==> run_1/wires.png <==
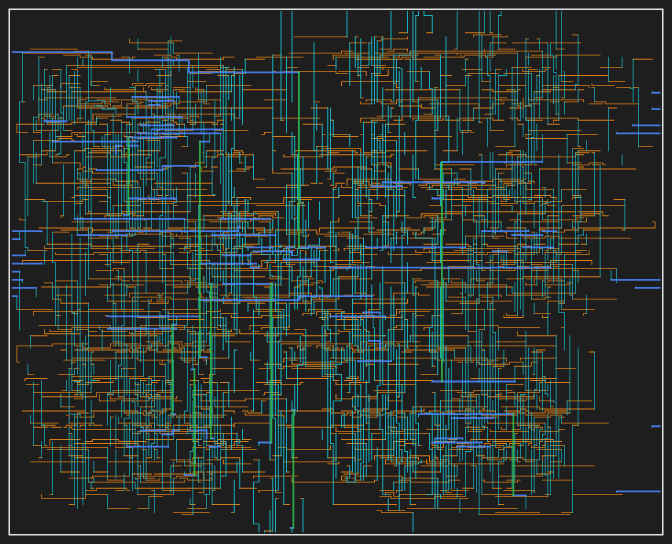
==> run_1/placement_by_type.png <==
Fill, decap, tap and diode cells in gray.
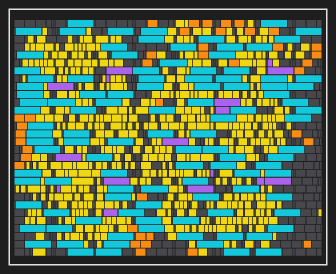
==> run_1/placement.png <==
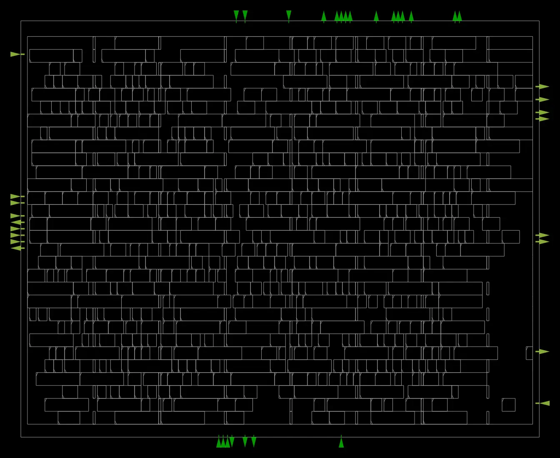
File: src/rtl/traffic_monitor.sv
// Traffic-light lamp monitor.
// Watches the four lamp buses of a traffic controller (M1, M2, MT, S) and
// latches sticky faults: bad lamp encoding, conflicting greens, illegal
// colour sequence, too-short green/yellow phases and, optionally, red
// starvation. Also counts M1 red->green transitions.
// Optional feature: define TRAFFIC_MONITOR_STARVATION_EN to build the red
// starvation watchdog (fault_vec[4]); otherwise fault_vec[4] is tied to 0.
module traffic_monitor #(
  parameter int MIN_GREEN  = 5,
  parameter int MIN_YELLOW = 2,
  parameter int MAX_RED    = 30
) (
  input  logic        clk,
  input  logic        rst,
  input  logic [2:0]  light_M1,
  input  logic [2:0]  light_M2,
  input  logic [2:0]  light_MT,
  input  logic [2:0]  light_S,
  input  logic        clr,
  output logic        fault,
  output logic [4:0]  fault_vec,
  output logic [1:0]  first_src,
  output logic [15:0] cycle_cnt
);

  // Tracker encoding; UNKNOWN means "no trustworthy colour yet".
  localparam logic [1:0] ST_RED     = 2'd0;
  localparam logic [1:0] ST_GREEN   = 2'd1;
  localparam logic [1:0] ST_YELLOW  = 2'd2;
  localparam logic [1:0] ST_UNKNOWN = 2'd3;

  localparam logic [15:0] MIN_GREEN_W  = 16'(MIN_GREEN);
  localparam logic [15:0] MIN_YELLOW_W = 16'(MIN_YELLOW);
`ifdef TRAFFIC_MONITOR_STARVATION_EN
  localparam logic [15:0] MAX_RED_W    = 16'(MAX_RED);
`endif

  // Lamp buses gathered by approach index (0 = M1 .. 3 = S).
  logic [2:0]  cur [4];
  assign cur[0] = light_M1;
  assign cur[1] = light_M2;
  assign cur[2] = light_MT;
  assign cur[3] = light_S;

  // Per-approach state.
  logic [2:0]  prev_q  [4];
  logic [1:0]  state_q [4];
  logic [1:0]  state_d [4];
  logic [15:0] dwell_q [4];
  logic [15:0] dwell_d [4];
  logic        valid_q;

  // Global sticky state.
  logic [4:0]  fault_vec_q, fault_vec_d;
  logic [1:0]  first_src_q, first_src_d;
  logic [15:0] cycle_cnt_q, cycle_cnt_d;

  // Fault events detected on the current sample.
  logic [3:0]  onehot;
  logic [3:0]  enc_bad;
  logic [3:0]  seq_bad;
  logic [3:0]  dwell_bad;
  logic [3:0]  starve_bad;
  logic [3:0]  conf_mask;
  logic [3:0]  green;
  logic [3:0]  src_mask;
  logic [4:0]  new_flags;
  logic        m1_r2g;

  // State register: trackers, dwell counters, sample history and outputs.
  always_ff @(posedge clk or negedge rst) begin
    if (!rst) begin
      for (int i = 0; i < 4; i++) begin
        prev_q[i]  <= 3'b000;
        state_q[i] <= ST_UNKNOWN;
        dwell_q[i] <= 16'd0;
      end
      valid_q     <= 1'b0;
      fault_vec_q <= 5'd0;
      first_src_q <= 2'd0;
      cycle_cnt_q <= 16'd0;
    end else begin
      for (int i = 0; i < 4; i++) begin
        prev_q[i]  <= cur[i];
        state_q[i] <= state_d[i];
        dwell_q[i] <= dwell_d[i];
      end
      valid_q     <= 1'b1;
      fault_vec_q <= fault_vec_d;
      first_src_q <= first_src_d;
      cycle_cnt_q <= cycle_cnt_d;
    end
  end

  // Next-state: decode each bus into a colour and advance its dwell counter.
  always_comb begin
    for (int i = 0; i < 4; i++) begin
      onehot[i]  = 1'b0;
      state_d[i] = ST_UNKNOWN;
      case (cur[i])
        3'b001:  begin onehot[i] = 1'b1; state_d[i] = ST_GREEN;  end
        3'b010:  begin onehot[i] = 1'b1; state_d[i] = ST_YELLOW; end
        3'b100:  begin onehot[i] = 1'b1; state_d[i] = ST_RED;    end
        default: begin onehot[i] = 1'b0; state_d[i] = ST_UNKNOWN; end
      endcase
      if (state_d[i] != state_q[i]) begin
        dwell_d[i] = 16'd1;
      end else if (dwell_q[i] == 16'hFFFF) begin
        dwell_d[i] = 16'hFFFF;
      end else begin
        dwell_d[i] = dwell_q[i] + 16'd1;
      end
    end
  end

  // Output/check logic: sequence, min-dwell and starvation per approach.
  always_comb begin
    enc_bad    = 4'd0;
    seq_bad    = 4'd0;
    dwell_bad  = 4'd0;
    starve_bad = 4'd0;
    for (int i = 0; i < 4; i++) begin
      enc_bad[i] = !onehot[i];
      // Only a genuine colour change from a known colour is checked; the
      // first good value after UNKNOWN simply reloads the tracker.
      if (valid_q && (state_q[i] != ST_UNKNOWN) && onehot[i] &&
          (cur[i] != prev_q[i])) begin
        seq_bad[i] = !(((state_q[i] == ST_RED)    && (state_d[i] == ST_GREEN))  ||
                       ((state_q[i] == ST_GREEN)  && (state_d[i] == ST_YELLOW)) ||
                       ((state_q[i] == ST_YELLOW) && (state_d[i] == ST_RED)));
        dwell_bad[i] = ((state_q[i] == ST_GREEN) && (state_d[i] == ST_YELLOW) &&
                        (dwell_q[i] < MIN_GREEN_W)) ||
                       ((state_q[i] == ST_YELLOW) && (state_d[i] == ST_RED) &&
                        (dwell_q[i] < MIN_YELLOW_W));
      end
`ifdef TRAFFIC_MONITOR_STARVATION_EN
      starve_bad[i] = (state_d[i] == ST_RED) && (dwell_d[i] > MAX_RED_W);
`endif
    end
  end

  // Conflicting greens: S against anyone, MT against M2. Each approach
  // in a conflicting pair is marked so the lowest index reports it.
  always_comb begin
    for (int i = 0; i < 4; i++) begin
      green[i] = cur[i][0];
    end
    conf_mask[0] = green[3] & green[0];
    conf_mask[1] = (green[3] & green[1]) | (green[2] & green[1]);
    conf_mask[2] = (green[3] & green[2]) | (green[2] & green[1]);
    conf_mask[3] = green[3] & (green[0] | green[1] | green[2]);
  end

  // Combine events into sticky flags, first source and the M1 cycle count.
  always_comb begin
    new_flags[0] = |enc_bad;
    new_flags[1] = |conf_mask;
    new_flags[2] = |seq_bad;
    new_flags[3] = |dwell_bad;
`ifdef TRAFFIC_MONITOR_STARVATION_EN
    new_flags[4] = |starve_bad;
    src_mask     = enc_bad | conf_mask | seq_bad | dwell_bad | starve_bad;
`else
    new_flags[4] = 1'b0;
    src_mask     = enc_bad | conf_mask | seq_bad | dwell_bad;
`endif

    // A new fault on a clearing cycle survives the clear.
    fault_vec_d = clr ? new_flags : (fault_vec_q | new_flags);

    first_src_d = clr ? 2'd0 : first_src_q;
    if ((clr || (fault_vec_q == 5'd0)) && (src_mask != 4'd0)) begin
      if (src_mask[0])      first_src_d = 2'd0;
      else if (src_mask[1]) first_src_d = 2'd1;
      else if (src_mask[2]) first_src_d = 2'd2;
      else                  first_src_d = 2'd3;
    end

    m1_r2g      = valid_q && (state_q[0] == ST_RED) && (state_d[0] == ST_GREEN);
    cycle_cnt_d = m1_r2g ? (cycle_cnt_q + 16'd1) : cycle_cnt_q;
  end

  // Outputs come straight from registers, so they are 0 throughout reset.
  assign fault_vec = fault_vec_q;
  assign fault     = |fault_vec_q;
  assign first_src = first_src_q;
  assign cycle_cnt = cycle_cnt_q;

  // Starvation vector is only consumed when the watchdog is built in.
  logic unused_ok;
  assign unused_ok = ^starve_bad;

endmodule
File: config.mk
export PLATFORM = sky130hd
export DESIGN_NAME = traffic_monitor
export DESIGN_NICKNAME = d
export VERILOG_FILES = /design/src/rtl/traffic_monitor.sv
export SDC_FILE = /design/constraint.sdc
export NUM_CORES = 1
export LEC_CHECK = 0
export CORE_ASPECT_RATIO = 0.8
export CORE_UTILIZATION = 64
export CTS_CLUSTER_SIZE = 24
export DETAILED_ROUTE_END_ITERATION = 10
export PLACE_DENSITY = 0.91
export SETUP_SLACK_MARGIN = 0.3
export SLEW_MARGIN = 20
export SYNTH_ARGS = -nofsm -noshare
export SYNTH_HDL_FRONTEND = slang
export SYNTH_SLANG_ARGS = --single-unit
File: constraint.sdc
create_clock -name clk -period 3.8 [get_ports clk]
set_input_delay 0.57 -clock clk [delete_from_list [all_inputs] [get_ports clk]]
set_output_delay 0.57 -clock clk [all_outputs]
set_load 0.01 [all_outputs]
==> notes.md, run 1 <==
run results: R2R setup slack 1.50 ns, Tapcells 112, top cell category logic gates, placed insts 730, outcome finished clean, Slew headroom 0.471, Non-clock buffers 39, I/O pin total 39, CP delay by family, top AND-OR/OR-AND gates, Seq pwr share 0.511, Setup TNS 0 ns, comb pwr around 0.36 mW, final hold vios 0, CP Data Required Time 4.04 ns, top comb family, area simple AND/OR/NAND/NOR gates, Chip Area, Yosys between 5000 and 6000 um^2, crit path launch type input port, layout net count about 650, Hold Buf Count CTS 0, worst skew pair latency 0.35 ns, CTS buffer count 9, fin crit share 0.695, MUX share of area 0.00875, Final Skew 0.00657 ns, clock network area share 0.0427, Cell Chain, Critical Path clkdlybuf4s50_1, or3b_1, a211oi_2, o32ai_1, a221oi_1, a21oi_1, o22a_1, Comb pwr share 0.144, top layer in use met4, grt met1 use 0.389, clock sinks between 100 and 150, CP Max Fanout 17, crit path kind in2reg, switching share of power 0.272, CTS H-tree lvls 3, Pwr per Cell Area 389 nW/um^2, IO buf count 37, Top FF cell, synth dfrtp_1, final-layout clock buffer total 14, largest area contributor in the netlist dfrtp_1, max-cap viol count 0, Critical Path End first_src[0], layout cells sized above 1 0.0584, Die X between 100 and 150 um, P_clk 0.868 mW, depth of the most critical reg-to-reg path 5, Antenna diodes 0, vias in the first global route 4,405, WP buf/inv 1, Post-synth EDFFs 0, Non-clk invs 27, Hold Slack between 0.3 and 0.4 ns, M2 GR Usage 0.464, slew at the pin with the worst max-slew slack 0.793 ns, drt total wl 12,400 um, max-slew violations 0, largest net degree at the start of global routing around 64, post-synthesis adder-cell area fraction 0.0192, setup bufs post-CTS 0, post-synthesis cell count 611, DP HPWL 8650 um, Pwr top registers, die area ~9600 um^2, asr flop ratio synth 1.00, Root Buffer clkbuf_16, Pwr Total 2.52 mW, Synth Area in Compound Gates 0.122
## Picture notes: wires.png
legend:
  metal 1:
    color: orange
    wire_length: 5,530 um
  metal 4:
    color: green
    wire_length: 233 um
  metal 3:
    color: blue
    wire_length: 609 um
  metal 2:
    color: cyan
    wire_length: 6,060 um
Avg WL per Cell: 16.7 um
total global-route track usage: 0.285
vias: 4,623

## Picture notes: placement_by_type.png
legend:
  combinational and other logic:
    color: yellow
    cells: 472
  sequential cells:
    color: cyan
    cells: 107
  clock drivers and dummy loads:
    color: purple
    cells: 16
  remaining buffers and delay cells:
    color: orange
    cells: 39
post-route cell area: 6470 um^2
standard-cell rows: 30

## Picture notes: placement.png
Core Region: 8670 um^2
Seq area share: 0.415
Flop Count: 107
filler cell count: 584

--- run 2 (diff from run 1) ---
- CORE_UTILIZATION: 64 -> 59
- PLACE_DENSITY: 0.91 -> 0.86
- clock period: 3.8 -> 2.8 ns (I/O delays scaled with it)
==> run_2/placement_by_type.png <==
Fill, decap, tap and diode cells in gray.
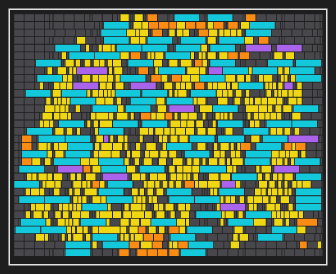
legend:
  sequential cells:
    color: cyan
    cells: 107
  combinational and other logic:
    color: yellow
    cells: 472
  remaining buffers and delay cells:
    color: orange
    cells: 45
  clock drivers and dummy loads:
    color: purple
    cells: 15
standard-cell rows: 32
Seq area share: 0.406
final design utilization: 0.686
post-route cell area: 6620 um^2
Core Region: 9650 um^2

==> notes.md, run 2 <==
run results: R2R setup slack 0.58 ns (-0.92 ns), final-layout clock buffer total 11 (-3), Clock Power Share 0.379, CP Data Required Time 3.06 ns (-0.98 ns), Hold Slack 0.134 ns (-0.170 ns), layout cells sized above 1 0.0720 (+0.0136), unrepaired setup endpoints after global routing no, Ys Warns 0, # Cells Yosys 611, crit path kind in2reg, Antenna diodes 0 (unchanged), post-synth cell types slightly above 60, depth of the most critical reg-to-reg path 5 (unchanged), vias in the first global route 4,471 (+1.5%), post-synthesis net count 635, Pwr Total 3.62 mW (+44%), slew at the pin with the worst max-slew slack 0.754 ns (-0.0386 ns), Setup TNS 0 ns (unchanged), Avg WL per Cell 15.6 um (-6.6%), final hold vios 0 (unchanged), Seq share, synth 0.458, max-slew violations 0 (unchanged), RePlAce Congestion 0.888, asr flop ratio synth 1.00 (unchanged), top layer in use met4, most instantiated library cell after synthesis dfrtp_1, Area leader share 0.422, Comb pwr share 0.140 (-0.004), largest net degree at the start of global routing 58 (-9.4%), Die X 113 um (+4.1%), MUX share of area 0.00875 (unchanged), non-filler cells, final 775, I/O pin total 39 (unchanged), total global-route track usage 0.250 (-0.0346), top comb family, area simple AND/OR/NAND/NOR gates, drt total wl 12,100 um (-2.9%), Synth Area in Compound Gates 0.122 (unchanged), grt met3 use 0.0674, post-synthesis cell count 611 (unchanged), placed insts 760 (+4.1%), Cell Chain, Critical Path clkdlybuf4s50_1, xor2_1, nand2b_1, xor2_1, or3b_1, nor3_1, CP delay by family, top simple AND/OR/NAND/NOR gates, M2 GR Usage 0.409 (-0.0552), WL met1 roughly 5400 um, FP Core Util 0.608, post-DR vias/cell 5.90, crit path launch type input port, die area 10,300 um^2 (+8.3%), Root Buffer clkbuf_16, mi-comb count 445, Top FF cell, synth dfrtp_1, Max Fclk 435 MHz, CP Max Fanout 16 (-1), fin crit share 0.821, HP Class in2async, chip height 91.2 um, biggest area cells dfrtp_1 (42%), xor2_1 (8.1%), a21oi_1 (5.3%), Leakage 2.79 nW, CTS tree yes, grt total ovfl 0, CTS H-tree lvls 3 (unchanged), Hold Buf Count CTS 0 (unchanged), DP HPWL 8210 um (-5.0%), worst skew pair latency 0.35 ns (about the same), WL met2 5910 um, Seq pwr share 0.481 (-0.030), filler cell count 713 (+22%), P_clk 1.37 mW (+58%), 1st-iter DRT viols 365, Final Skew 0.00483 ns (-0.00174 ns), Critical Path End dwell_q[63], post-synthesis adder-cell area fraction 0.0192 (unchanged), switching share of power 0.262 (-0.00985), max reg flops 64, Post-synth EDFFs 0 (unchanged), Pwr top registers, worst flop-to-flop path startpoint dwell_q[17], Comb area just under 3000 um^2, clock network area share 0.0494 (+0.00666), Top Layout Cells dfrtp_1 (99), a21oi_1 (62), xor2_1 (54), outcome finished clean, DR pass1 iterations 5, Most flops, register dwell_q, Slew headroom 0.497 (+0.0257), Arr. time, crit path 2.56 ns, Flop Count 107 (unchanged), clk buf depth 2, internal power 2.67 mW, min Tclk post-route 2.30 ns, max-cap viol count 0 (unchanged), Pwr per Cell Area 548 nW/um^2 (+41%), Tapcells 136 (+21%), setup bufs post-CTS 0 (unchanged), largest area contributor in the netlist dfrtp_1, grt met1 use 0.323 (-0.0653), NonClk Buf Share 0.0666, WP buf/inv 1 (unchanged), Chip Area, Yosys 5860 um^2 (unchanged), Non-clk invs 27 (unchanged), vias 4,572 (-1.1%), first-pass GRT wire length 20,700 um, clock transition at the registers of the reported paths 0.07 ns, top cell category logic gates, crit path from light_M1[0], IO buf count 37 (unchanged), comb pwr 0.508 mW (+40%), layout net count 659 (+0.92%), cts repair resizes 0, CTS buffer count 9 (unchanged), crit-path max cell delay 0.77 ns, Post-Syn Area per Cell 9.60 um^2, clock sinks 107 (unchanged)
==> run_2/sizes.png <==
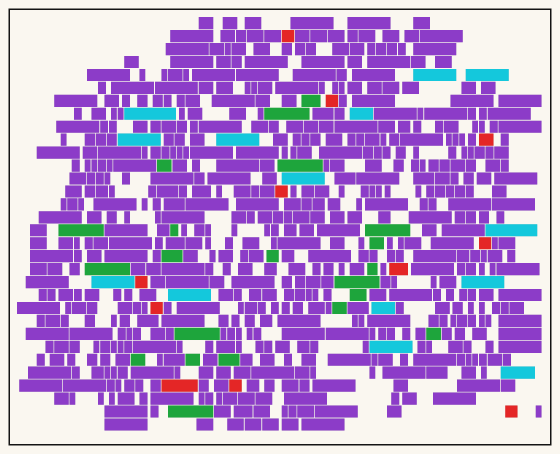
legend:
  _6 and larger:
    color: cyan
    cells: 14
  _2 cells:
    color: green
    cells: 21
  _0 and _1 cells:
    color: purple
    cells: 593
  _3 and _4 cells:
    color: red
    cells: 11
final worst slack: 0.503 ns
Non-clock buffers: 45
Synth-to-Final Area Change: 12.8%

Power is estimated from default activity; no workload was simulated.
